### Routed clock nets over the placement

Bar = 20 µm.
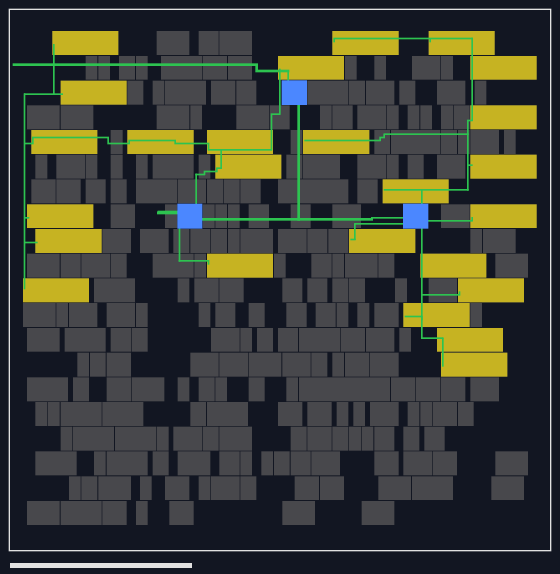
### Nets reached from selected ports

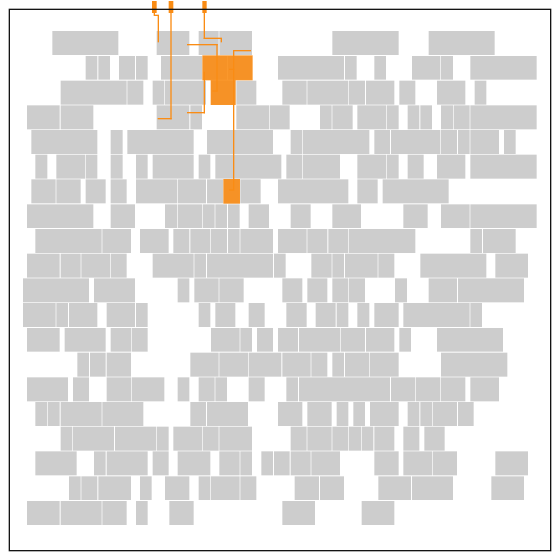
### Clock routing

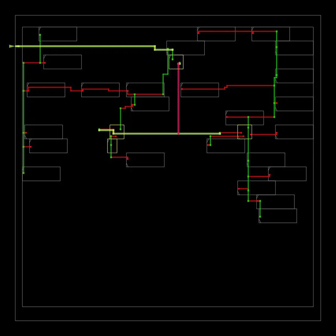
### Gate families picked out

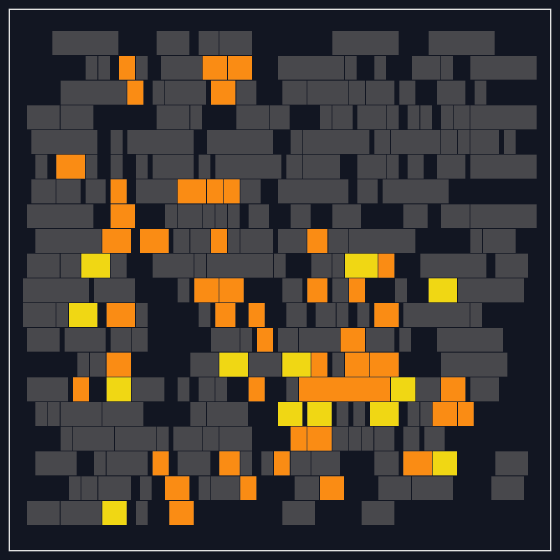
### Signal wires by layer

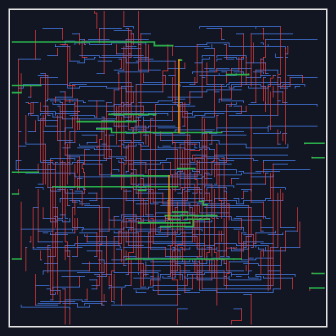
==> config.mk <==
export PLATFORM = sky130hd
export DESIGN_NAME = schommel_gen_flat
export DESIGN_NICKNAME = d
export VERILOG_FILES = /design/src/rtl/schommel_if.sv /design/src/rtl/schommel_gen.sv /design/src/flat_wrapper.sv
export SDC_FILE = /design/constraint.sdc
export NUM_CORES = 1
export LEC_CHECK = 0
export CORE_UTILIZATION = 60
export DETAILED_ROUTE_END_ITERATION = 7
export PLACE_DENSITY = 0.79
export SYNTH_ARGS = -nofsm -noshare
export SYNTH_HDL_FRONTEND = slang
export SYNTH_SLANG_ARGS = --single-unit
export TNS_END_PERCENT = 50
==> constraint.sdc <==
create_clock -name clk -period 8.2 [get_ports clk]
set_input_delay 0.82 -clock clk [delete_from_list [all_inputs] [get_ports clk]]
set_output_delay 0.82 -clock clk [all_outputs]
set_load 0.02 [all_outputs]
==> src/rtl/schommel_if.sv <==
// Actuator bus for the rocking-motion generator: amplitude/frequency levels in,
// step/direction/position stream and status out.
interface schommel_if;
  logic              A_dummy_unused_guard;
  logic [2:0]        A;
  logic [2:0]        F;
  logic              F0;
  logic              step;
  logic              dir;
  logic signed [5:0] pos;
  logic              busy;
  logic              done;

  modport master (
    output A, F, F0,
    input  step, dir, pos, busy, done
  );

  modport slave (
    input  A, F, F0,
    output step, dir, pos, busy, done
  );
endinterface

==> src/rtl/schommel_gen.sv <==
// Rocking-motion generator. Swings a signed position symmetrically between
// -E and +E (E = STEP_PER_A * A), one step every (8 - F) prescaler ticks, and
// walks the cradle back to centre one step per tick once the swing stops.
module schommel_gen #(
  parameter int PRESC      = 1000,
  parameter int STEP_PER_A = 4
) (
  input  logic      clk,
  input  logic      reset,
  schommel_if.slave bus
);

  localparam int PW = $clog2(PRESC);

  typedef enum logic [1:0] {
    S_IDLE,
    S_UP,
    S_DOWN,
    S_RETURN
  } state_t;

  // Swing extent for an amplitude level, as a 6-bit signed magnitude.
  function automatic logic signed [5:0] extent(input logic [2:0] a);
    int e;
    e = STEP_PER_A * int'(a);
    return e[5:0];
  endfunction

  state_t            state_q, state_d;
  logic [PW-1:0]     presc_q, presc_d;
  logic [2:0]        icnt_q, icnt_d;
  logic signed [5:0] pos_q, pos_d;
  logic              dir_q, dir_d;
  logic              step_q, step_d;
  logic              busy_q, busy_d;
  logic              done_q, done_d;

  logic              tick;
  logic              stop;
  logic signed [5:0] ext;
  logic signed [5:0] neg_ext;

  assign tick    = (presc_q == PW'(PRESC - 1));
  assign stop    = bus.F0 | (bus.A == 3'd0);
  assign ext     = extent(bus.A);
  assign neg_ext = -ext;

  // Free-running base-tick prescaler; only reset stops it.
  always_comb begin
    presc_d = tick ? '0 : presc_q + PW'(1);
  end

  // Next-state, interval counter and step generation.
  always_comb begin
    state_d = state_q;
    icnt_d  = icnt_q;
    pos_d   = pos_q;
    dir_d   = dir_q;
    step_d  = 1'b0;
    done_d  = 1'b0;

    case (state_q)
      S_IDLE: begin
        icnt_d = 3'd0;
        if (!stop) begin
          state_d = S_UP;
        end
      end

      S_UP, S_DOWN: begin
        if (tick) begin
          if (icnt_q == 3'd0) begin
            // Reload uses the frequency level seen at this step, so a new F
            // only changes the spacing from the following interval on.
            step_d = 1'b1;
            icnt_d = 3'd7 - bus.F;
            if (state_q == S_UP) begin
              pos_d = pos_q + 6'sd1;
              dir_d = 1'b1;
            end else begin
              pos_d = pos_q - 6'sd1;
              dir_d = 1'b0;
            end
          end else begin
            icnt_d = icnt_q - 3'd1;
          end
        end
        // Stop wins over reversal. Reversal is checked every cycle against
        // the live extent, so a shrinking A turns the swing around at once.
        if (stop) begin
          state_d = S_RETURN;
        end else if (state_q == S_UP && pos_d >= ext) begin
          state_d = S_DOWN;
        end else if (state_q == S_DOWN && pos_d <= neg_ext) begin
          state_d = S_UP;
        end
      end

      S_RETURN: begin
        icnt_d = 3'd0;
        if (pos_q == 6'sd0) begin
          state_d = S_IDLE;
          done_d  = 1'b1;
        end else if (tick) begin
          step_d = 1'b1;
          if (pos_q > 6'sd0) begin
            pos_d = pos_q - 6'sd1;
            dir_d = 1'b0;
          end else begin
            pos_d = pos_q + 6'sd1;
            dir_d = 1'b1;
          end
          if (pos_d == 6'sd0) begin
            state_d = S_IDLE;
            done_d  = 1'b1;
          end
        end
      end

      default: begin
        state_d = S_IDLE;
      end
    endcase

    busy_d = (state_d != S_IDLE);
  end

  // State and output registers with synchronous active-low reset.
  always_ff @(posedge clk) begin
    if (!reset) begin
      state_q <= S_IDLE;
      presc_q <= '0;
      icnt_q  <= 3'd0;
      pos_q   <= 6'sd0;
      dir_q   <= 1'b1;
      step_q  <= 1'b0;
      busy_q  <= 1'b0;
      done_q  <= 1'b0;
    end else begin
      state_q <= state_d;
      presc_q <= presc_d;
      icnt_q  <= icnt_d;
      pos_q   <= pos_d;
      dir_q   <= dir_d;
      step_q  <= step_d;
      busy_q  <= busy_d;
      done_q  <= done_d;
    end
  end

  assign bus.step = step_q;
  assign bus.dir  = dir_q;
  assign bus.pos  = pos_q;
  assign bus.busy = busy_q;
  assign bus.done = done_q;

endmodule

==> src/flat_wrapper.sv <==
// flat-port wrapper written by rule: the top's interface ports become plain ports
module schommel_gen_flat 
#(
  parameter int PRESC      = 1000,
  parameter int STEP_PER_A = 4
)
  (clk, reset, bus_A, bus_F, bus_F0, bus_step, bus_dir, bus_pos, bus_busy, bus_done);
  schommel_if bus_i ();
  input  logic clk;
  input  logic reset;
  input wire logic [$bits(bus_i.A)-1:0] bus_A;
  input wire logic [$bits(bus_i.F)-1:0] bus_F;
  input wire logic [$bits(bus_i.F0)-1:0] bus_F0;
  output wire logic [$bits(bus_i.step)-1:0] bus_step;
  output wire logic [$bits(bus_i.dir)-1:0] bus_dir;
  output wire logic [$bits(bus_i.pos)-1:0] bus_pos;
  output wire logic [$bits(bus_i.busy)-1:0] bus_busy;
  output wire logic [$bits(bus_i.done)-1:0] bus_done;
  assign bus_i.A = bus_A;
  assign bus_i.F = bus_F;
  assign bus_i.F0 = bus_F0;
  assign bus_step = bus_i.step;
  assign bus_dir = bus_i.dir;
  assign bus_pos = bus_i.pos;
  assign bus_busy = bus_i.busy;
  assign bus_done = bus_i.done;
  schommel_gen #(.PRESC(PRESC), .STEP_PER_A(STEP_PER_A)) u_core (.clk(clk), .reset(reset), .bus(bus_i));
endmodule
==> job_summary.md <==
## Implementation flow summary

| Metric | Value |
|---|---|
| Yosys Instances | roughly 250 |
| DRC | 0 |
| Log Warnings | 32 |
| Crit path buf inv count | 1 |
| Setup Fix Bufs, Post-CTS | 0 |
| Run status | finished clean |
| Clock Skew | ~0.0064 ns |
| Syn nets | about 280 |
| Hold_ws | 0.477 ns |
| Core ar. | 0.00308 mm² |
| Slowest cell on the critical path | dfxtp_1 |
| Register Area | 500 µm² |
| Worst path most repeated cell | ha_1 |
| Yosys warning tally | 0 |
| Chip area | approximately 0.0035 mm² |
| Simple share | 25.5% |
| Worst slew pin tran | approximately 0.6 ns |
| Number of I/O port buffers | 18 |
| Crit Path Max Fanout | 14 |
| Hold-fix buffers, CTS | 0 |
| Drt first-iter violations | approximately 100 |
| RD Place Congestion | 0.911 |
| Hold-critical path depth | 1 |
| Ao+oa area frac | 21.8% |
| Dpl cells | 298 |
| R2r endpoint | u_core.bus.busy |
| Post-synth seq share | approximately a quarter |
| Worst path required time | approximately 8.4 ns |
| Reg2Reg Depth | 13 |
| Top cells excl fill/tap | 25 x dfxtp_1, 23 x nor2_1, 21 x inv_1, 21 x nand2_1, 19 x ha_1 |
| Post-DRT Antenna Nets | 0 |
| R2R Setup Slk | roughly 4.8 ns |
| GRT Residual Overflow | 0 |
| Post-synth EDFFs | 0 |
| Crit path time final | around 3.4 ns |
| Final Hold Vio Count | 0 |
| Root Buffer | clkbuf_4 |
| RSZ-0062 raised after global routing | no |
-- 'Routed clock nets over the placement' (at the start) --
Key: yellow = flip-flops [count 25]; blue = cells driving clock nets [count 3]; green = clock wires [length 273 µm]
There are 4 routed clock nets.

-- 'Nets reached from selected ports' (at the start) --
Key: orange = bus_F [bits 3, direction input, end cells 4, buffers 3, wire 55.0 µm]

-- 'Clock routing' (at the start) --
Insertion Delay late pin: 0.32 ns
clock buf count: 3

-- 'Gate families picked out' (at the start) --
Key: orange = inverting AOI/OAI gates [cells 46, most used a21oi_1]; yellow = AND-OR and OR-AND gates [cells 13, most used o21a_1]

-- 'Signal wires by layer' (at the start) --
Key: green = met3 [wire length 203 µm]; red = met2 [wire length 1,820 µm]; blue = met1 [wire length 2,070 µm]; orange = met4 [wire length 21.8 µm]

## cell families (layout without fill, tap and decap cells)
family / after synthesis / after routing
buf+inv: 32 / 43
mux: 3 / 3
xor+xnor: 15 / 15
compound gates: 59 / 59
flops: 25 / 25
simple gates: 94 / 94
fa+ha+maj: 19 / 19
## layout make-up
type | count | area share [%]
clock inverters | 1 | 0.230
flip-flops and latches | 25 | 23.0
clock buffers | 3 | 1.03
inverters | 21 | 3.62
multi-input cells | 190 | 61.3
repair buffers | 18 | 8.28
well taps | 44 | 2.53
## power by group
group / switching, mW / internal [mW] / total, mW
Combinational: 0.114 / 0.0807 / 0.194
Sequential: 0.0180 / 0.135 / 0.153
Clock: 0.0363 / 0.0183 / 0.0546
## state kept, by name (all words and copies together) (netlist names)
register	count
u_core.presc_q	10
u_core.bus.busy	1
u_core.icnt_q	3
u_core.bus.pos	6
u_core.bus.step	1
u_core.state_q	2
u_core.bus.dir	1
u_core.bus.done	1
## per-layer routing
metal	wire length, µm	track usage, %	vias to the layer above	share of wire [%]
met4	21	3.06	0	0.51
met1	2070	37.0	781	50
li1	-	-	910	-
met2	1820	40.8	42	44
met3	203	5.68	4	4.9
met5	0	0	-	0
## cells in the mapped netlist, types with 6 or more instances
cell,n
nand3_1,10
a21oi_1,9
xnor2_1,8
nor2_1,23
inv_1,21
a211oi_1,6
o21ai_0,8
nor3_1,7
xor2_1,7
nand2_1,21
ha_1,19
dfxtp_1,25
## through the flow
step	cell area, µm²	util, %	setup slack, ns
2_1_floorplan	1980	-	5.08
3_3_place_gp	2150	69.8	4.83
3_5_place_dp	2150	69.8	4.77
4_1_cts	2180	70.7	4.75
5_1_grt	2180	70.7	4.56
6_report	2180	70.7	4.76
## how the worst max path moves through the flow
stage / startpoint / end / slack, ns
floorplan: u_core.bus.pos[0] / u_core.bus.busy / 5.08
global placement: bus_A[0] / u_core.bus.busy / 4.83
detailed placement: bus_A[0] / u_core.bus.busy / 4.77
CTS: u_core.bus.pos[0] / u_core.bus.busy / 4.75
global route: u_core.bus.pos[0] / u_core.bus.busy / 4.56
finish: u_core.bus.pos[0] / u_core.bus.busy / 4.76
## worst register-to-register path, stage by stage (launching register included)
cell and delay, ns:
dfxtp_1 0.47, inv_1 0.27, ha_1 0.29, or3b_1 0.42, o22ai_1 0.16, nand2_1 0.09, xnor2_1 0.19, ha_1 0.34
o21ai_0 0.09, a22o_1 0.19, a221oi_1 0.35, nand3_1 0.13, a31o_1 0.20, nand3b_1 0.14
Power and IR drop assume default switching activity.
